File: config.mk
export PLATFORM = sky130hd
export DESIGN_NAME = intt_addrgen
export DESIGN_NICKNAME = d
export VERILOG_FILES = /design/src/rtl/intt_addrgen_pkg.sv /design/src/rtl/intt_addr_delay.sv /design/src/rtl/intt_addrgen.sv
export SDC_FILE = /design/constraint.sdc
export NUM_CORES = 1
export LEC_CHECK = 0
export ABC_AREA = 1
export ABC_CLOCK_PERIOD_IN_PS = 5400
export CORE_ASPECT_RATIO = 0.7
export CORE_MARGIN = 8
export CORE_UTILIZATION = 25
export CTS_BUF_LIST = sky130_fd_sc_hd__clkbuf_8
export CTS_CLUSTER_DIAMETER = 40
export DETAILED_ROUTE_END_ITERATION = 8
export PLACE_DENSITY = 0.48
export RECOVER_POWER = 50
export SLEW_MARGIN = 25
export SYNTH_ARGS = -nofsm -noshare
export SYNTH_HDL_FRONTEND = slang
export SYNTH_SLANG_ARGS = --single-unit
File: constraint.sdc
create_clock -name clk -period 5.4 [get_ports clk]
set_clock_uncertainty 0.2 [all_clocks]
set_input_delay 1.08 -clock clk [delete_from_list [all_inputs] [get_ports clk]]
set_output_delay 1.08 -clock clk [all_outputs]
set_load 0.05 [all_outputs]
File: src/rtl/intt_addrgen_pkg.sv
// Shared types and constants for the inverse-NTT address generator.
// Derived widths, FSM state encoding and bank encoding live here.
package intt_addrgen_pkg;

    typedef enum logic [1:0] {
        ST_IDLE   = 2'd0,
        ST_READ   = 2'd1,
        ST_DRAIN  = 2'd2,
        ST_FINISH = 2'd3
    } state_t;

    localparam logic BANK_A = 1'b0;
    localparam logic BANK_B = 1'b1;

    localparam int STAGE_W = 5;

    function automatic int addr_width(input int logn);
        return logn;
    endfunction

    function automatic int tw_width(input int logn);
        return logn - 1;
    endfunction

endpackage

File: src/rtl/intt_addr_delay.sv
// Shift pipeline that carries read-side write intent to the write side,
// covering RAM read latency plus BFU latency.
module intt_addr_delay #(
    parameter int DEPTH = 5,
    parameter int W     = 18
) (
    input  logic         clk,
    input  logic         reset,
    input  logic [W-1:0] din,
    output logic [W-1:0] dout
);

    genvar gi;
    generate
        for (gi = 0; gi < DEPTH; gi++) begin : g_stage
            logic [W-1:0] q;
            if (gi == 0) begin : g_head
                always_ff @(posedge clk or posedge reset) begin
                    if (reset) begin
                        q <= '0;
                    end else begin
                        q <= din;
                    end
                end
            end else begin : g_tail
                always_ff @(posedge clk or posedge reset) begin
                    if (reset) begin
                        q <= '0;
                    end else begin
                        q <= g_stage[gi-1].q;
                    end
                end
            end
        end
    endgenerate

    assign dout = g_stage[DEPTH-1].q;

endmodule

File: src/rtl/intt_addrgen.sv
// Gentleman-Sande inverse-NTT address/control generator: one butterfly per
// cycle, ping-ponging between banks A and B, one bank swap per stage.
module intt_addrgen
    import intt_addrgen_pkg::*;
#(
    parameter int LOGN    = 8,
    parameter int BFU_LAT = 4,
    parameter int ADDRW   = addr_width(LOGN),
    parameter int TWW     = tw_width(LOGN)
) (
    input  logic               clk,
    input  logic               reset,
    input  logic               start,
    output logic               busy,
    output logic               done,
    output logic [STAGE_W-1:0] stage,
    output logic               rd_en,
    output logic               rd_bank,
    output logic [ADDRW-1:0]   rd_addr_top,
    output logic [ADDRW-1:0]   rd_addr_bot,
    output logic [TWW-1:0]     tw_addr,
    output logic               bfu_en,
    output logic               bfu_last,
    output logic               wr_en,
    output logic               wr_bank,
    output logic [ADDRW-1:0]   wr_addr_top,
    output logic [ADDRW-1:0]   wr_addr_bot
);

    localparam int BW     = LOGN - 1;
    localparam int N_HALF = 1 << (LOGN - 1);
    localparam int CW     = $clog2(BFU_LAT + 1);
    localparam int PW     = 2 + 2 * ADDRW;

    localparam logic [BW-1:0]      B_LAST     = BW'(N_HALF - 1);
    localparam logic [CW-1:0]      CNT_LAST   = CW'(BFU_LAT);
    localparam logic [STAGE_W-1:0] STAGE_LAST = STAGE_W'(LOGN - 1);

    state_t               state_reg, state_next;
    logic [BW-1:0]        b_reg, b_next;
    logic [CW-1:0]        cnt_reg, cnt_next;
    logic [STAGE_W-1:0]   stage_next;
    logic [PW-1:0]        pipe_in, pipe_out;

    // Top address = group*2h + offset: the group index is shifted up by one
    // extra bit, leaving bit s clear so the bottom address is top + h.
    function automatic logic [ADDRW-1:0] top_addr(input logic [BW-1:0] b,
                                                  input logic [STAGE_W-1:0] s);
        logic [ADDRW-1:0] bx;
        logic [ADDRW-1:0] mask;
        bx   = ADDRW'(b);
        mask = (ADDRW'(1) << s) - ADDRW'(1);
        return ((bx >> s) << (s + STAGE_W'(1))) | (bx & mask);
    endfunction

    function automatic logic [TWW-1:0] twiddle(input logic [BW-1:0] b,
                                               input logic [STAGE_W-1:0] s);
        logic [ADDRW-1:0] mask;
        logic [ADDRW-1:0] o;
        mask = (ADDRW'(1) << s) - ADDRW'(1);
        o    = ADDRW'(b) & mask;
        return TWW'(o << (STAGE_LAST - s));
    endfunction

    always_comb begin
        state_next = state_reg;
        stage_next = stage;
        b_next     = b_reg;
        cnt_next   = cnt_reg;
        case (state_reg)
            ST_IDLE: begin
                stage_next = '0;
                b_next     = '0;
                cnt_next   = '0;
                if (start) begin
                    state_next = ST_READ;
                end
            end
            ST_READ: begin
                if (b_reg == B_LAST) begin
                    state_next = ST_DRAIN;
                    cnt_next   = '0;
                end else begin
                    b_next = b_reg + BW'(1);
                end
            end
            ST_DRAIN: begin
                // Hold off reads until the stage's last write has landed.
                if (cnt_reg == CNT_LAST) begin
                    if (stage == STAGE_LAST) begin
                        state_next = ST_FINISH;
                    end else begin
                        state_next = ST_READ;
                        stage_next = stage + STAGE_W'(1);
                        b_next     = '0;
                    end
                end else begin
                    cnt_next = cnt_reg + CW'(1);
                end
            end
            ST_FINISH: begin
                state_next = ST_IDLE;
            end
            default: begin
                state_next = ST_IDLE;
            end
        endcase
    end

    always_ff @(posedge clk or posedge reset) begin
        if (reset) begin
            state_reg   <= ST_IDLE;
            b_reg       <= '0;
            cnt_reg     <= '0;
            stage       <= '0;
            busy        <= 1'b0;
            done        <= 1'b0;
            rd_en       <= 1'b0;
            rd_bank     <= BANK_A;
            rd_addr_top <= '0;
            rd_addr_bot <= '0;
            tw_addr     <= '0;
            bfu_en      <= 1'b0;
            bfu_last    <= 1'b0;
        end else begin
            state_reg <= state_next;
            b_reg     <= b_next;
            cnt_reg   <= cnt_next;
            stage     <= stage_next;
            busy      <= (state_next != ST_IDLE);
            done      <= (state_next == ST_FINISH);
            rd_en     <= (state_next == ST_READ);
            rd_bank   <= (state_next != ST_IDLE && stage_next[0]) ? BANK_B : BANK_A;
            if (state_next == ST_READ) begin
                rd_addr_top <= top_addr(b_next, stage_next);
                rd_addr_bot <= top_addr(b_next, stage_next) + (ADDRW'(1) << stage_next);
                tw_addr     <= twiddle(b_next, stage_next);
            end else begin
                rd_addr_top <= '0;
                rd_addr_bot <= '0;
                tw_addr     <= '0;
            end
            bfu_en   <= rd_en;
            bfu_last <= rd_en && (stage == STAGE_LAST);
        end
    end

    assign pipe_in = {rd_en, rd_en ? ~rd_bank : BANK_A, rd_addr_top, rd_addr_bot};

    intt_addr_delay #(
        .DEPTH (1 + BFU_LAT),
        .W     (PW)
    ) u_delay (
        .clk   (clk),
        .reset (reset),
        .din   (pipe_in),
        .dout  (pipe_out)
    );

    assign {wr_en, wr_bank, wr_addr_top, wr_addr_bot} = pipe_out;

endmodule
Run 1, placement by cell class:
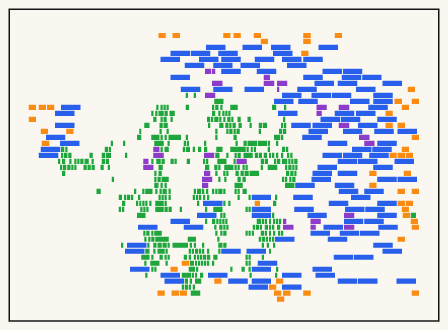
legend:
  clock drivers and dummy loads:
    color: purple
    cells: 29
    share_of_their_area: 5.2%
  sequential cells:
    color: blue
    cells: 135
    share_of_their_area: 54%
  combinational and other logic:
    color: green
    cells: 404
    share_of_their_area: 32%
  remaining buffers and delay cells:
    color: orange
    cells: 55
    share_of_their_area: 8.8%

Run 1, signal wires on met3:
Scale bar: 50 um.
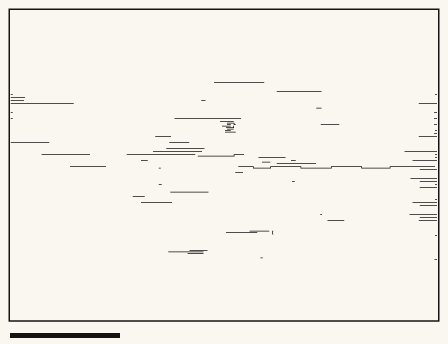
wire length on this layer: 685 um
share of all routed wire: 5.2%
nets with wire on the layer: 64
main direction: horizontal
longest straight run: 30.8 um

Run 1, local utilization:
The die is cut into 19 by 14 equal tiles; white is low, dark blue is high, 0 to 100% covered.
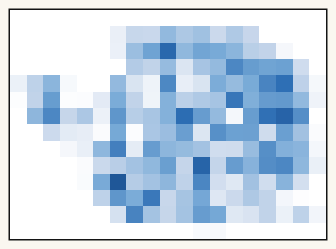
densest ninth of the die: middle right
nearly empty tiles: 37%
emptiest ninth of the die: upper left

==> qor.yml, run 1 <==
cp.arrival_ns: 4.88
cp_slowest_cell: "dfrtp_1"
failed_checks: "max-capacitance violations, max-slew violations"
nets: 630
instances_no_fill: 905
comb_area_mm2: 0.00175
num_tap_cells: 282
dp_cells: 876
row_count: 45
crit_fanout: 18
core_area_mm2: 0.0217
edf_count: 0
flop_area_mm2: 0.00338
grt_pass1_wl_mm: 21.6
hold_violations: 0
synth_cell_types: 37
drt_first_pass_iters: 5
use_met2_pct: 13.7
critPathCaptureType: "flop"
avgSynthCellArea_um2: 9.89
inv_count: 65
die_x_um: 194
worstPathRequired_ns: 5.52
clock_latency_ns: 0.43
yosys.area.top_type: "dfrtp_1"
flops: 135
rrSetupSlack_ns: 0.64
gp_congestion: 0.875
gr-total-overflow: 0
ys.flops: 135
max_freq_ghz: 0.210
die_area_mm2: 0.0273
rsz0062_at_grt: "false"
ys_cells: 562
cts_root_buf: "clkbuf_8"
post-cts-setup-buffers: 0
drc: 0
top_register: "u_delay.g_stage.q"
max_stage_delay_ns: 0.41
ctsHoldBuffers: 0
max-vdd-ir-drop_mv: 0.175
final-nonclk-buf-share_pct: 8.29
cap_violations: 1
netlist_top_cells_count: "dfrtp_1 (135), nand2_1 (123), nor2_1 (54), inv_1 (48), nand3_1 (41)"
finalSetupTns_ns: 0
hpwl_mm: 9.79
comb_area_share_pct: 26.5
ys_seq_share_pct: 60.8
setup_ws_ns: 0.639
fp_nets: 579
met1Wirelength_mm: 6.97
slew_violations: 116
cts_tree: "built"
diodes: 0
top_cells_by_area: "dfrtp_1 (61%), nand2_1 (8.3%), nand3_1 (3.7%), nor2_1 (3.6%), inv_1 (3.2%)"
io_buffers: 54
drive_above_1_share_pct: 13.2
maxSlewHeadroom_pct: -56.7
mux_area_share_pct: 0
worstHoldStart: "u_delay.g_stage[0].q[6]$_DFF_PP0_"
synthArstFlopShare_pct: 100
clock_sinks: 135
drt_iter0_markers: 314
clkCellAreaFrac_pct: 4.96
logic_gate_count: 339
min_period_ns: 4.76
final_util_pct: 30.4
fin_crit_sh_pct: 88.2
synthTopLogicFamily: "simple AND/OR/NAND/NOR gates"
cts_resized: 0
met1_usage_pct: 14.9
synthCells: 562
clockBufferDepth: 2
top_layer: "met4"
antenna_found_initial: 0
setup_violations: 0
crit_top_cell: "nor2_1"
buffers: 55
whs_endpoint: "u_delay.g_stage[1].q[6]$_DFF_PP0_"
p_per_area_mw_per_mm2: 425
wl_met3_um: 685
place_ws_ns: 0.779
worstMarginPinSlew_ns: 2.35
htreeDepth: 4
clkTransAtPathRegs_ns: 0.08
grt_max_degree: 116
ys_sh_simple_pct: 23.3
nFillCells: 2264
worst-setup-path-type: "reg -> reg"
ioPinCount: 55
gr-usage-met3_pct: 2.97
yosys.stat.chipArea_mm2: 0.00556
dr_wl_met2_mm: 5.29
yosysWarnings: 0
worst_setup_path_start_kind: "flop"
routed-via-count: 3832
final_antenna_net_count: 0
ff_type: "dfrtp_1"
clkbuf_count: 18
r2r_start: "cnt_reg[0]$_DFFE_PP0P_"
syn_area_mm2: 0.00556
largest_register_ff_count: 71
status: "finished with violations"
synth.top_cell.area_share_pct: 60.8
viasPerCell: 4.23
worstHoldPathType: "reg -> reg"
holdWs_ns: 0.137
adder_share_pct: 3.29
route.detailed.wl_per_inst_um: 14.5
die_y_um: 141
core_util_floorplan_pct: 25.6
largestClassByArea: "flip-flops and latches"
numCtsBuffers: 17
whs_path_depth: 0
grt_pass1_vias: 3863
## run 1: cells in the final DEF (no fill, tap or decap), types with 7 or more instances in the layout
cell type        count
nor2_2               9
nand2_2              8
nand3_1             41
nand2_1            129
o21ai_1              7
clkdlybuf4s50_1     53
o21ai_0              9
nor3_1               8
a21oi_1             25
nor2_1              55
inv_2               16
clkbuf_8            18
dfrtp_1            135
inv_1               48
ha_1                13
## run 1: power by group
group,internal (uW),switching [uW]
clock,323,388
sequential,1240,86.7
combinational,222,548
## run 1: critical path: cells and delay by family (launching register included)
| family | cells | cell delay, ns |
|---|---|---|
| and+or+nand+nor | 15 | 1.60 |
| adders and majority gates | 3 | 0.87 |
| buffers and inverters | 5 | 0.79 |
| AOI/OAI and AO/OA | 4 | 0.64 |
| DFF | 1 | 0.41 |
| xor gates and xnor gates | 1 | 0.15 |
## run 1: metrics by stage
step	instance area [um^2]	total power, uW
after detailed placement	6310	2130
after global routing	6610	2980
after floorplan	5560	1890
final	6610	2810
after global placement	6310	2120
after CTS	6640	2860
## run 1: worst max path at each step
stage | from | end | slack, ns | cells after the start
6_report | cnt_reg[0]$_DFFE_PP0P_ | rd_addr_bot[7]$_DFF_PP0_ | 0.64 | 28
5_1_grt | cnt_reg[0]$_DFFE_PP0P_ | rd_addr_bot[7]$_DFF_PP0_ | 0.16 | 32
4_1_cts | stage[0]$_DFF_PP0_ | rd_addr_bot[7]$_DFF_PP0_ | 0.76 | 28
3_5_place_dp | stage[0]$_DFF_PP0_ | rd_addr_bot[7]$_DFF_PP0_ | 0.78 | 28
3_3_place_gp | stage[1]$_DFF_PP0_ | rd_addr_bot[7]$_DFF_PP0_ | 0.74 | 28
2_1_floorplan | reset | b_reg[0]$_DFF_PP0_ | 0.51 | 1
==> run 2, diff against run 1 <==
ABC_CLOCK_PERIOD_IN_PS = not set   (was 5400)
PLACE_DENSITY = not set   (was 0.48)
PLACE_DENSITY_LB_ADDON = 0.12   (was not set)
clock period = 3.9 ns   (was 5.4 ns; I/O delays follow)
Run 2, placed standard cells:
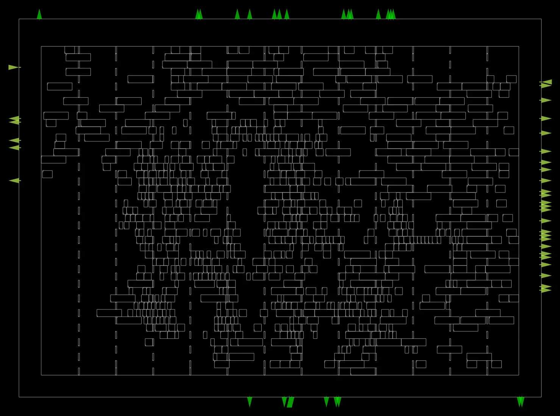
Tapcells: 282
filler instances: 2202
Layout Utilization: 36.7%

Run 2, signal wires on met3:
Scale bar: 50 um.
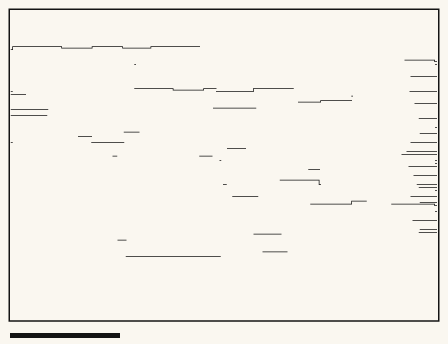
share of all routed wire: 4.3%
longest straight run: 42.8 um
nets with wire on the layer: 42
main direction: horizontal
wire length on this layer: 646 um

==> run 2 against run 1 <==
  * Critical path depth up 5
  * Fmax up 15%
  * Global-route usage up 1.3 points
  * The run ends with max-capacitance violations, max-slew violations, negative setup slack left
  * Hold slack better by 0.0087 ns
  * Setup slack worse by 0.86 ns
  * Non-clock buffer count up 146
  * Largest cell class unchanged
  * Critical path type unchanged
==> qor.yml, run 2 <==
clkPwrFrac_pct: 23.9
dp_cells: 998
core_area_mm2: 0.0217
final_antenna_net_count: 0
switching_share_pct: 35.2
adder_share_pct: 3.29
p_seq_uw: 1840
drt_iter0_markers: 299
holdWs_ns: 0.146
top_cells_by_area: "dfrtp_1 (61%), nand2_1 (8.3%), nand3_1 (3.7%), nor2_1 (3.6%), inv_1 (3.2%)"
fp_nets: 579
top_register: "u_delay.g_stage.q"
drt_first_pass_iters: 4
power_leader: "sequential cells"
instances_no_fill: 1053
drive_above_1_share_pct: 36.2
setup_violations: 2
cts_tree: "built"
p_per_area_mw_per_mm2: 548
viasPerCell: 4.05
grt_max_degree: 136
p_sw_uw: 1540
core_util_floorplan_pct: 25.6
die_y_um: 141
layout.cells.most_common_list: "buf_4 (143), dfrtp_1 (130), nand2_1 (112)"
cap_violations: 1
synth_cell_types: 37
critPathCaptureType: "flop"
cp.arrival_ns: 4.29
worst_setup_path_start_kind: "flop"
edf_count: 0
ys_seq_share_pct: 60.8
row_count: 45
clkTransAtPathRegs_ns: 0.09
ys_sh_simple_pct: 23.3
failed_checks: "max-capacitance violations, max-slew violations, negative setup slack"
maxSlewHeadroom_pct: -19.6
yosysWarnings: 0
hold_violations: 0
ys_cells: 562
antenna_found_initial: 0
grt_pass1_wl_mm: 24.2
clock_latency_ns: 0.44
status: "finished with violations"
drc: 0
finalPower_uw: 4370
clock_sinks: 135
numCtsBuffers: 17
clockBufferDepth: 2
setup_ws_ns: -0.223
final_common_cell: "buf_4"
die_area_mm2: 0.0273
crit_top_cell: "nor2_1"
power_frac_seq_pct: 42.1
worstPathRequired_ns: 4.07
worst-setup-path-type: "reg -> reg"
min_period_ns: 4.12
cts_root_buf: "clkbuf_8"
ff_type: "dfrtp_1"
htreeDepth: 4
max_freq_ghz: 0.243
avgSynthCellArea_um2: 9.89
max_stage_delay_ns: 0.40
crit_family: "simple AND/OR/NAND/NOR gates"
slew_violations: 136
final_area_mm2: 0.00799
worstHoldPathType: "reg -> reg"
max-vdd-ir-drop_mv: 0.185
crit_buf_inv: 4
ys.flops: 135
ctsHoldBuffers: 0
ioPinCount: 55
combPwrFrac_pct: 34.0
fin_crit_sh_pct: 106
Run 2, local utilization:
The die is cut into 19 by 14 equal tiles; white is low, dark blue is high, 0 to 100% covered.
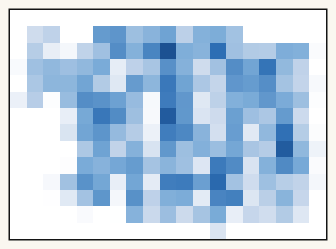
mean over tiles: 28%
fullest tile: 87%
tiles over 75% full: 1.5%

==> run 2: cell type report <==
type | count | area (um^2)
clock buffer | 20 | 275
timing repair buffer | 201 | 1660
sequential | 135 | 3380
fill | 2202 | 13700
multi-input combinational | 339 | 1970
inverter | 65 | 258
clock inverter | 11 | 76.3
tap | 282 | 353
==> run 2: final timing paths <==
check / startpoint / to / slack (ns) / cells past startpoint
min in group asynchronous: reset / u_delay.dout[13]$_DFF_PP0_ / 1.29 / 3
max reg2reg: cnt_reg[1]$_DFFE_PP0P_ / rd_addr_bot[7]$_DFF_PP0_ / -0.22 / 33
max: cnt_reg[1]$_DFFE_PP0P_ / rd_addr_bot[7]$_DFF_PP0_ / -0.22 / 33
max in group asynchronous: reset / stage[3]$_DFF_PP0_ / 0.98 / 3
min reg2reg: u_delay.g_stage[1].q[3]$_DFF_PP0_ / u_delay.g_stage[2].q[3]$_DFF_PP0_ / 0.15 / 0
min: u_delay.g_stage[1].q[3]$_DFF_PP0_ / u_delay.g_stage[2].q[3]$_DFF_PP0_ / 0.15 / 0
==> run 2: layer usage <==
metal	part of all wire, %	up-vias	track usage (%)
met4	1.1	0	3.69
li1	-	2156	-
met1	55	2033	17.2
met2	39	70	15.0
met5	0	-	0
met3	4.3	10	3.38
==> run 2: per-stage QoR <==
step / setup slack (ns) / setup TNS, ns / util [%]
after detailed placement: -0.248 / -0.250 / 33.5
final: -0.223 / -0.438 / 36.7
after global placement: -0.256 / -0.354 / 33.5
after global routing: -0.603 / -1.58 / 36.7
after floorplan: 0.0222 / 0 / -
after CTS: -0.195 / -0.292 / 36.0
==> run 2: what timing repair did <==
item	CTS	global route
resized	15	34
endpoints found under the setup margin	2	5
pin swaps	6	25
setup buffers	15	9
Power figures rest on the tool's default switching activity, not on a simulated workload.
